File: config.mk
export PLATFORM = sky130hd
export DESIGN_NAME = matrix_bus_arbiter
export DESIGN_NICKNAME = d
export VERILOG_FILES = /design/src/rtl/matrix_bus_arbiter.sv
export SDC_FILE = /design/constraint.sdc
export NUM_CORES = 1
export LEC_CHECK = 0
export ABC_AREA = 1
export CORE_ASPECT_RATIO = 1.5
export CORE_MARGIN = 8
export CORE_UTILIZATION = 23
export CTS_BUF_LIST = sky130_fd_sc_hd__clkbuf_4
export DETAILED_ROUTE_END_ITERATION = 8
export PLACE_DENSITY = 0.79
export SYNTH_ARGS = -nofsm -noshare
export SYNTH_HDL_FRONTEND = slang
export SYNTH_SLANG_ARGS = --single-unit
File: constraint.sdc
create_clock -name clk -period 2.1 [get_ports clk]
set_input_delay 0.525 -clock clk [delete_from_list [all_inputs] [get_ports clk]]
set_output_delay 0.525 -clock clk [all_outputs]
set_load 0.02 [all_outputs]
File: src/rtl/matrix_bus_arbiter.sv
// Two-master round-robin bus arbiter with burst limit, shared-bus mux and slave decode
// for the matrix subsystem bus (memory at 0x00-0x1F, matrix registers at 0x60-0x6F).
module matrix_bus_arbiter #(
  parameter int unsigned AW        = 8,
  parameter int unsigned DW        = 32,
  parameter int unsigned MAX_BURST = 4
) (
  input  logic          clk,
  input  logic          reset,
  input  logic          M0_req,
  input  logic          M0_wr,
  input  logic [AW-1:0] M0_address,
  input  logic [DW-1:0] M0_dout,
  input  logic          M1_req,
  input  logic          M1_wr,
  input  logic [AW-1:0] M1_address,
  input  logic [DW-1:0] M1_dout,
  output logic          M0_grant,
  output logic          M1_grant,
  output logic [AW-1:0] S_address,
  output logic          S_wr,
  output logic [DW-1:0] S_din,
  output logic          S0_sel,
  output logic          S1_sel
);

  localparam int unsigned    BW         = (MAX_BURST > 1) ? $clog2(MAX_BURST) : 1;
  localparam logic [BW-1:0] BURST_LAST = BW'(MAX_BURST - 1);

  typedef enum logic [1:0] {IDLE = 2'd0, G0 = 2'd1, G1 = 2'd2} state_t;

  state_t        state_q, state_d;
  logic          last_q, last_d;
  logic [BW-1:0] burst_q, burst_d;
  logic          burst_done;
  logic          any_grant;

  assign burst_done = (burst_q == BURST_LAST);

  always_comb begin
    state_d = state_q;
    unique case (state_q)
      IDLE: begin
        if (M0_req && M1_req) state_d = last_q ? G0 : G1;
        else if (M0_req)      state_d = G0;
        else if (M1_req)      state_d = G1;
      end
      G0: begin
        if (!M0_req)                 state_d = M1_req ? G1 : IDLE;
        else if (M1_req && burst_done) state_d = G1;
      end
      G1: begin
        if (!M1_req)                 state_d = M0_req ? G0 : IDLE;
        else if (M0_req && burst_done) state_d = G0;
      end
      default: state_d = IDLE;
    endcase
  end

  always_comb begin
    last_d = last_q;
    if (state_d == G0)      last_d = 1'b0;
    else if (state_d == G1) last_d = 1'b1;
  end

  // Counter saturates so a long solo ownership hands over at once when the other master arrives.
  always_comb begin
    burst_d = burst_q;
    if (state_q == IDLE || state_d != state_q) burst_d = '0;
    else if (!burst_done)                      burst_d = burst_q + BW'(1);
  end

  always_ff @(posedge clk) begin
    if (reset) begin
      state_q <= IDLE;
      last_q  <= 1'b1;
      burst_q <= '0;
    end else begin
      state_q <= state_d;
      last_q  <= last_d;
      burst_q <= burst_d;
    end
  end

  assign M0_grant  = (state_q == G0);
  assign M1_grant  = (state_q == G1);
  assign any_grant = M0_grant | M1_grant;

  always_comb begin
    S_address = '0;
    S_wr      = 1'b0;
    S_din     = '0;
    if (M0_grant) begin
      S_address = M0_address;
      S_wr      = M0_wr;
      S_din     = M0_dout;
    end else if (M1_grant) begin
      S_address = M1_address;
      S_wr      = M1_wr;
      S_din     = M1_dout;
    end
  end

  assign S0_sel = any_grant && (S_address[AW-1 -: 3] == 3'b000);
  assign S1_sel = any_grant && (S_address[AW-1 -: 4] == 4'h6);

endmodule

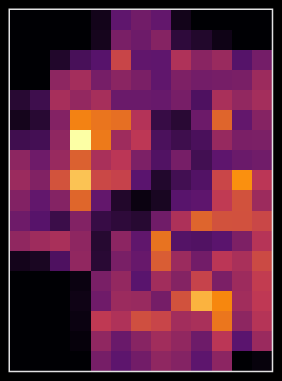
run_1/route_heat.png
(4 px per µm) The die is cut into 13 by 18 equal tiles; black is low, pale yellow is high, scaled to the fullest tile. Values are wire area over tile area, all layers added.
- emptiest ninth of the die: lower left
- fullest tile: 0.51
- nearly empty tiles: 16%
- mean over tiles: 0.15

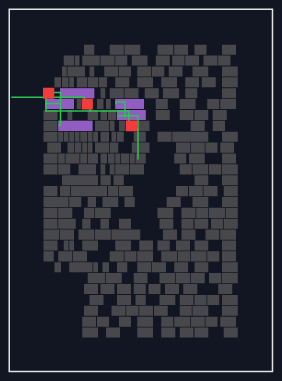
run_1/clock_wires.png
(4 px per µm)
- green: clock wires (length 86.6 µm)
- red: clock-net drivers (count 3)
- purple: flip-flops (count 5)
- flops lie: upper left

==> job_summary.md, run 1 <==
### Metrics collected by this job

| Metric | Value |
|---|---|
| Hold crit path type | `reg2reg` |
| Starting Density | `about a quarter` |
| Pre-CTS setup slack | `-525 ps` |
| Max VDD drop | `around 0.00055 V` |
| Gate power share | `between 80% and 90%` |
| R2R Path Start | `state_q[1]$_SDFF_PP0_` |
| Hold EP | `last_q$_SDFFE_PP1P_` |
| Dominant combinational family | `AND-OR/OR-AND gates` |
| CP max-delay cell | `dfxtp_4` |
| Pwr top | `combinational cells` |
| Hold path depth | `2` |
| ANT nets after route | `0` |
| Design area | `2480 µm²` |
| Met1 Resource Use GR | `~18%` |
| Inst Count DP | `a little under 300` |
| Pwr Density | `633 nW/µm²` |
| GRT Total Usage | `16.8%` |
| Clock share of power | `7.9%` |
| Layout non-clock buf frac | `between 60 and 70%` |
| Final WL | `about 5.4 mm` |
| Highest-count logic cell in the final layout | `clkdlybuf4s50_1` |
| Pint | `between 0.9 and 1 mW` |
| Floorplan Nets | `around 210` |
| Minimum clock period | `between 2000 and 2500 ps` |
| Flop and latch count out of synthesis | `5` |
| P_comb | `between 1 and 1.5 mW` |
| Slew HR | `between 80% and 90%` |
| CTS tree | `done` |
| Syn Area/Cell | `between 7 and 8 µm²` |
| Worst setup margin | `-39.2 ps` |
| Critical path, cell by cell | `inv_4, ha_4, nor2_4, buf_6, clkbuf_16, a22o_1, buf_6` |
| Seq. pwr | `around 0.14 mW` |
| Delay-heaviest family, CP | `buffers and inverters` |
| Final period util | `102%` |
| Ao+oa area frac | `approximately 43%` |
| Std-Cell Rows | `27` |
| Hold_sp | `last_q$_SDFFE_PP1P_` |
| Grt ovf | `0` |
| Deepest clock path buffer count | `2` |
| Routed met3 length | `just under 600 µm` |
| R2R Path End | `last_q$_SDFFE_PP1P_` |
| Drt via density | `approximately 4.9` |
| Simple-Gate Area Share | `between 20 and 25%` |
| Signal buffers | `~150` |
| Area growth from synthesis to layout | `195%` |
| Comb area | `slightly above 700 µm²` |
| Max-slew violations | `0` |
| M1 WL | `between 2 and 2.5 mm` |
| Failing checks | `setup timing` |
| Initial drt markers | `around 43` |
| Most Frequent Cell on Critical Path | `buf_6` |
| Core Area | `3580 µm²` |
| Switching Fraction | `between 40 and 50%` |
| Inverters | `10` |
| DR WL/cell | `about 18 µm` |
| Tap cells | `between 40 and 50` |
| WHS | `520 ps` |
| Synth top cells by count | `a22o_1 (39), nand2_1 (14), inv_1 (9), nand3_1 (9), ha_1 (6)` |
| Initial antenna violation count | `0` |
| Largest area contributor in the netlist | `a22o_1` |
| Setup TNS | `-488 ps` |
| Final setup vio count | `25` |
| Gpl congestion | `between 0.8 and 0.9` |
| Ys cells | `around 110` |
| Top Layout Cells | `clkdlybuf4s50_1 (86), buf_6 (41), a22o_1 (37)` |
| Flop share of the area | `approximately 4.3%` |
| Root Buffer | `clkbuf_4` |
| Reg power frac | `approximately 9.0%` |
| Yosys chip area | `843 µm²` |
| Worst setup path endpoint | `S_din[22]` |
| Status | `finished, violations left` |
| Hpwl dp | `4.34 mm` |
| RSZ-0062 raised after global routing | `true` |
| Reg2reg setup slack | `300 ps` |
| Top Metal Used | `met4` |
| Comb/total area | `between 20% and 30%` |
| Worst Path Max Fanout | `10` |
| Crit path launch | `state_q[1]$_SDFF_PP0_` |
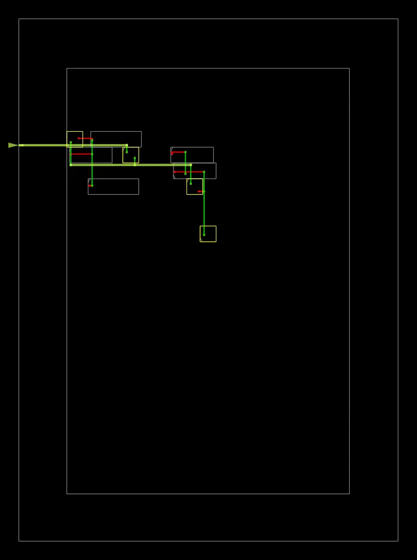
run_1/clock_nets.png
CTS buffer count: 3
clock buf count: 4
Clock group: 0.125 mW
Max Clock Skew: 5.21 ps
CTS Sinks: 5

==> run 2, diff against run 1 <==
--- a/config.mk
+++ b/config.mk
@@ -11,6 +11,7 @@
 export CORE_UTILIZATION = 23
 export CTS_BUF_LIST = sky130_fd_sc_hd__clkbuf_4
 export DETAILED_ROUTE_END_ITERATION = 8
+export GPL_ROUTABILITY_DRIVEN = 0
 export PLACE_DENSITY = 0.79
 export SYNTH_ARGS = -nofsm -noshare
 export SYNTH_HDL_FRONTEND = slang
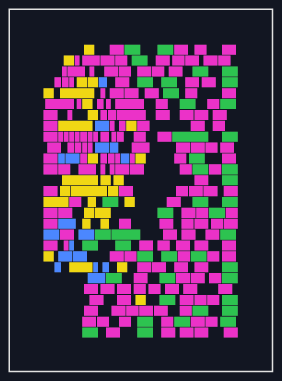
run_2/sizing.png
(4 px per µm)
- green: x6 and larger (cells 43; most used buf_6)
- magenta: x1 and smaller (cells 170; most used clkdlybuf4s50_1)
- yellow: x3 and x4 (cells 29; most used buf_4)
- blue: x2 (cells 17; most used nand3_2)

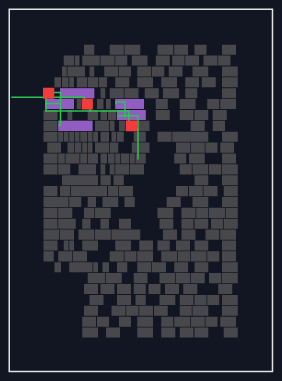
run_2/clock_wires.png
(4 px per µm)
- green: clock wires (length 86.6 µm)
- red: clock-net drivers (count 3)
- purple: flip-flops (count 5)
- routed clock nets: 4

==> run 2 against run 1 <==
Effect of this change:
- the flow still finishes with violations (setup timing)
- wire length unchanged
- largest cell class unchanged
- register-to-register slack hardly changed
- first-iteration DRC count unchanged
- sequential cell count is the same
- sequential share of layout area unchanged
- synthesized cell count did not move
- non-clock buffer count did not move
- utilization unchanged
==> job_summary.md, run 2 <==
### Metrics collected by this job

| Metric | Value |
|---|---|
| Grt ovf | `0 (unchanged)` |
| Syn Area/Cell | `7.40 µm² (unchanged)` |
| Delay-heaviest family, CP | `buffers and inverters (unchanged)` |
| Clock group | `0.125 mW (about the same)` |
| Initial antenna violation count | `0 (unchanged)` |
| Clock buf count | `4 (unchanged)` |
| ANT nets after route | `0 (unchanged)` |
| Worst setup margin | `-39.2 ps (unchanged)` |
| Flop and latch count out of synthesis | `5 (unchanged)` |
| Reg power frac | `9.0% (about the same)` |
| Hold crit path type | `reg2reg (unchanged)` |
| Hpwl dp | `4.34 mm (unchanged)` |
| Flop share of the area | `4.33% (unchanged)` |
| Core Area | `3580 µm² (unchanged)` |
| Pre-CTS setup slack | `-525 ps (unchanged)` |
| Status | `finished, violations left (unchanged)` |
| Floorplan Nets | `206 (unchanged)` |
| CTS tree | `done (unchanged)` |
| Met1 Resource Use GR | `17.6% (unchanged)` |
| Hold EP | `last_q$_SDFFE_PP1P_ (unchanged)` |
| Pint | `0.906 mW (unchanged)` |
| Ao+oa area frac | `43.5% (unchanged)` |
| Synth top cells by count | `a22o_1 (39), nand2_1 (14), inv_1 (9), nand3_1 (9), ha_1 (6) (unchanged)` |
| Max VDD drop | `0.000550 V (unchanged)` |
| Top Metal Used | `met4 (unchanged)` |
| Failing checks | `setup timing (unchanged)` |
| Hold_sp | `last_q$_SDFFE_PP1P_ (unchanged)` |
| Initial drt markers | `43 (unchanged)` |
| Setup TNS | `-488 ps (unchanged)` |
| Ys cells | `114 (unchanged)` |
| Gate power share | `83.1% (about the same)` |
| Deepest clock path buffer count | `2 (unchanged)` |
| RSZ-0062 raised after global routing | `true (unchanged)` |
| Tap cells | `43 (unchanged)` |
| Switching Fraction | `42.5% (unchanged)` |
| Reg2reg setup slack | `300 ps (about the same)` |
| Worst Path Max Fanout | `10 (unchanged)` |
| GRT Total Usage | `16.8% (unchanged)` |
| Pwr top | `combinational cells (unchanged)` |
| Drt via density | `4.95 (unchanged)` |
| Most Frequent Cell on Critical Path | `buf_6 (unchanged)` |
| Final period util | `102% (unchanged)` |
| CP max-delay cell | `dfxtp_4 (unchanged)` |
| Routed met3 length | `582 µm (unchanged)` |
| Slew HR | `83.2% (unchanged)` |
| Std-Cell Rows | `27 (unchanged)` |
| CTS Sinks | `5 (unchanged)` |
| Yosys chip area | `843 µm² (unchanged)` |
| Layout non-clock buf frac | `61.4% (unchanged)` |
| Inst Count DP | `295 (unchanged)` |
| Final setup vio count | `25 (unchanged)` |
| Comb area | `722 µm² (unchanged)` |
| DR WL/cell | `18.0 µm (unchanged)` |
| M1 WL | `2.00 mm (unchanged)` |
| R2R Path End | `last_q$_SDFFE_PP1P_ (unchanged)` |
| Clock share of power | `7.9% (about the same)` |
| Critical path, cell by cell | `inv_4, ha_4, nor2_4, buf_6, clkbuf_16, a22o_1, buf_6 (unchanged)` |
| Comb/total area | `29.1% (unchanged)` |
| Worst setup path endpoint | `S_din[22] (unchanged)` |
| Simple-Gate Area Share | `22.3% (unchanged)` |
| Area growth from synthesis to layout | `195% (unchanged)` |
| Pwr Density | `633 nW/µm² (unchanged)` |
| Max-slew violations | `0 (unchanged)` |
| Max Clock Skew | `5.21 ps (unchanged)` |
| WHS | `520 ps (unchanged)` |
run_2/clock_nets.png
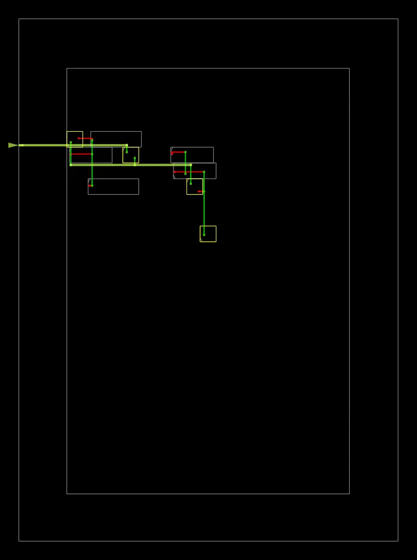

==> run 3, diff against run 2 <==
--- a/config.mk
+++ b/config.mk
@@ -10,9 +10,11 @@
 export CORE_MARGIN = 8
 export CORE_UTILIZATION = 23
 export CTS_BUF_LIST = sky130_fd_sc_hd__clkbuf_4
+export CTS_CLUSTER_SIZE = 20
 export DETAILED_ROUTE_END_ITERATION = 8
 export GPL_ROUTABILITY_DRIVEN = 0
 export PLACE_DENSITY = 0.79
+export SKIP_LAST_GASP = 1
 export SYNTH_ARGS = -nofsm -noshare
 export SYNTH_HDL_FRONTEND = slang
 export SYNTH_SLANG_ARGS = --single-unit
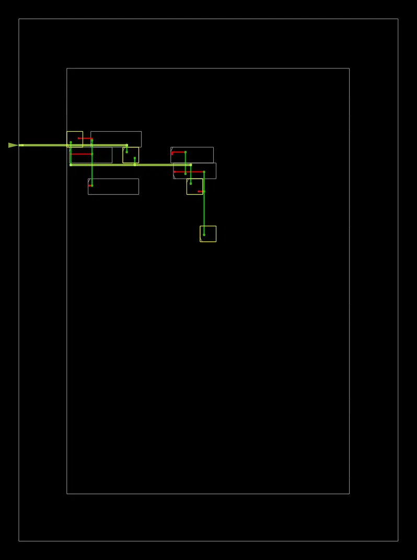
run_3/clock_nets.png
Max Clock Skew: 5.22 ps
Insertion Delay late pin: 240 ps
registers: 5

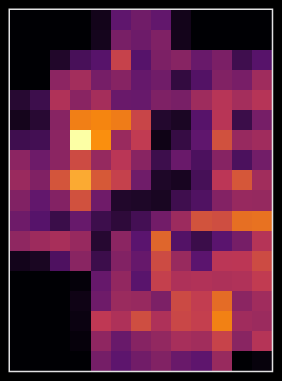
run_3/route_heat.png
(4 px per µm) The die is cut into 13 by 18 equal tiles; black is low, pale yellow is high, scaled to the fullest tile. Values are wire area over tile area, all layers added.
- tiles over half the peak: 14%
- nearly empty tiles: 17%
- emptiest ninth of the die: lower left
- fullest tile: 0.51
- mean over tiles: 0.15

==> run 3 against run 2 <==
Effect of this change:
- the flow still finishes with violations (setup timing)
- fmax up 0.25%
- sequential share of layout area up 0.11 points
- area after synthesis unchanged
- non-clock buffer count unchanged
- cell area down 2.5%
- utilization down 1.7 points
- critical path depth unchanged
- via count down 0.40%
- sequential cell count unchanged
- cell count unchanged
- highest routed layer unchanged
==> job_summary.md, run 3 <==
### Metrics collected by this job

| Metric | Value |
|---|---|
| Slew HR | `83.0% (was 83.2%)` |
| Floorplan Nets | `206 (unchanged)` |
| Synth top cells by count | `a22o_1 (39), nand2_1 (14), inv_1 (9), nand3_1 (9), ha_1 (6) (unchanged)` |
| CP max-delay cell | `dfxtp_4 (unchanged)` |
| Pre-CTS setup slack | `-525 ps (unchanged)` |
| Top Layout Cells | `clkdlybuf4s50_1 (86), a22o_1 (37), buf_4 (30) (was clkdlybuf4s50_1 (86), buf_6 (41), a22o_1 (37))` |
| Deepest clock path buffer count | `2 (unchanged)` |
| Worst setup margin | `-33.8 ps (was -39.2 ps)` |
| Reg2reg setup slack | `300 ps (about the same)` |
| Area growth from synthesis to layout | `187% (was 195%)` |
| Most Frequent Cell on Critical Path | `buf_6 (unchanged)` |
| Failing checks | `setup timing (unchanged)` |
| Design area | `2420 µm² (was 2480 µm²)` |
| Top Metal Used | `met4 (unchanged)` |
| Starting Density | `23.5% (unchanged)` |
| Hold EP | `last_q$_SDFFE_PP1P_ (unchanged)` |
| Root Buffer | `clkbuf_4 (unchanged)` |
| Critical path, cell by cell | `inv_4, ha_4, nor2_4, buf_6, buf_6, a22o_1, buf_6 (was inv_4, ha_4, nor2_4, buf_6, clkbuf_16, a22o_1, buf_6)` |
| Signal buffers | `150 (unchanged)` |
| Final period util | `102% (about the same)` |
| Minimum clock period | `2130 ps (was 2140 ps)` |
| Worst Path Max Fanout | `7 (was 10)` |
| Reg power frac | `9.2% (was 9.0%)` |
| Delay-heaviest family, CP | `buffers and inverters (unchanged)` |
| Met1 Resource Use GR | `18.2% (was 17.6%)` |
| R2R Path End | `last_q$_SDFFE_PP1P_ (unchanged)` |
| P_comb | `1.26 mW (was 1.31 mW)` |
| Pint | `0.870 mW (was 0.906 mW)` |
| Ao+oa area frac | `43.5% (unchanged)` |
| Hold path depth | `2 (unchanged)` |
| Hpwl dp | `4.34 mm (unchanged)` |
| Switching Fraction | `43.0% (was 42.5%)` |
| Yosys chip area | `843 µm² (unchanged)` |
| Status | `finished, violations left (unchanged)` |
| Flop share of the area | `4.44% (was 4.33%)` |
| Setup TNS | `-473 ps (was -488 ps)` |
| Drt via density | `4.93 (was 4.95)` |
| Final setup vio count | `25 (unchanged)` |
Power is estimated from default activity; no workload was simulated.
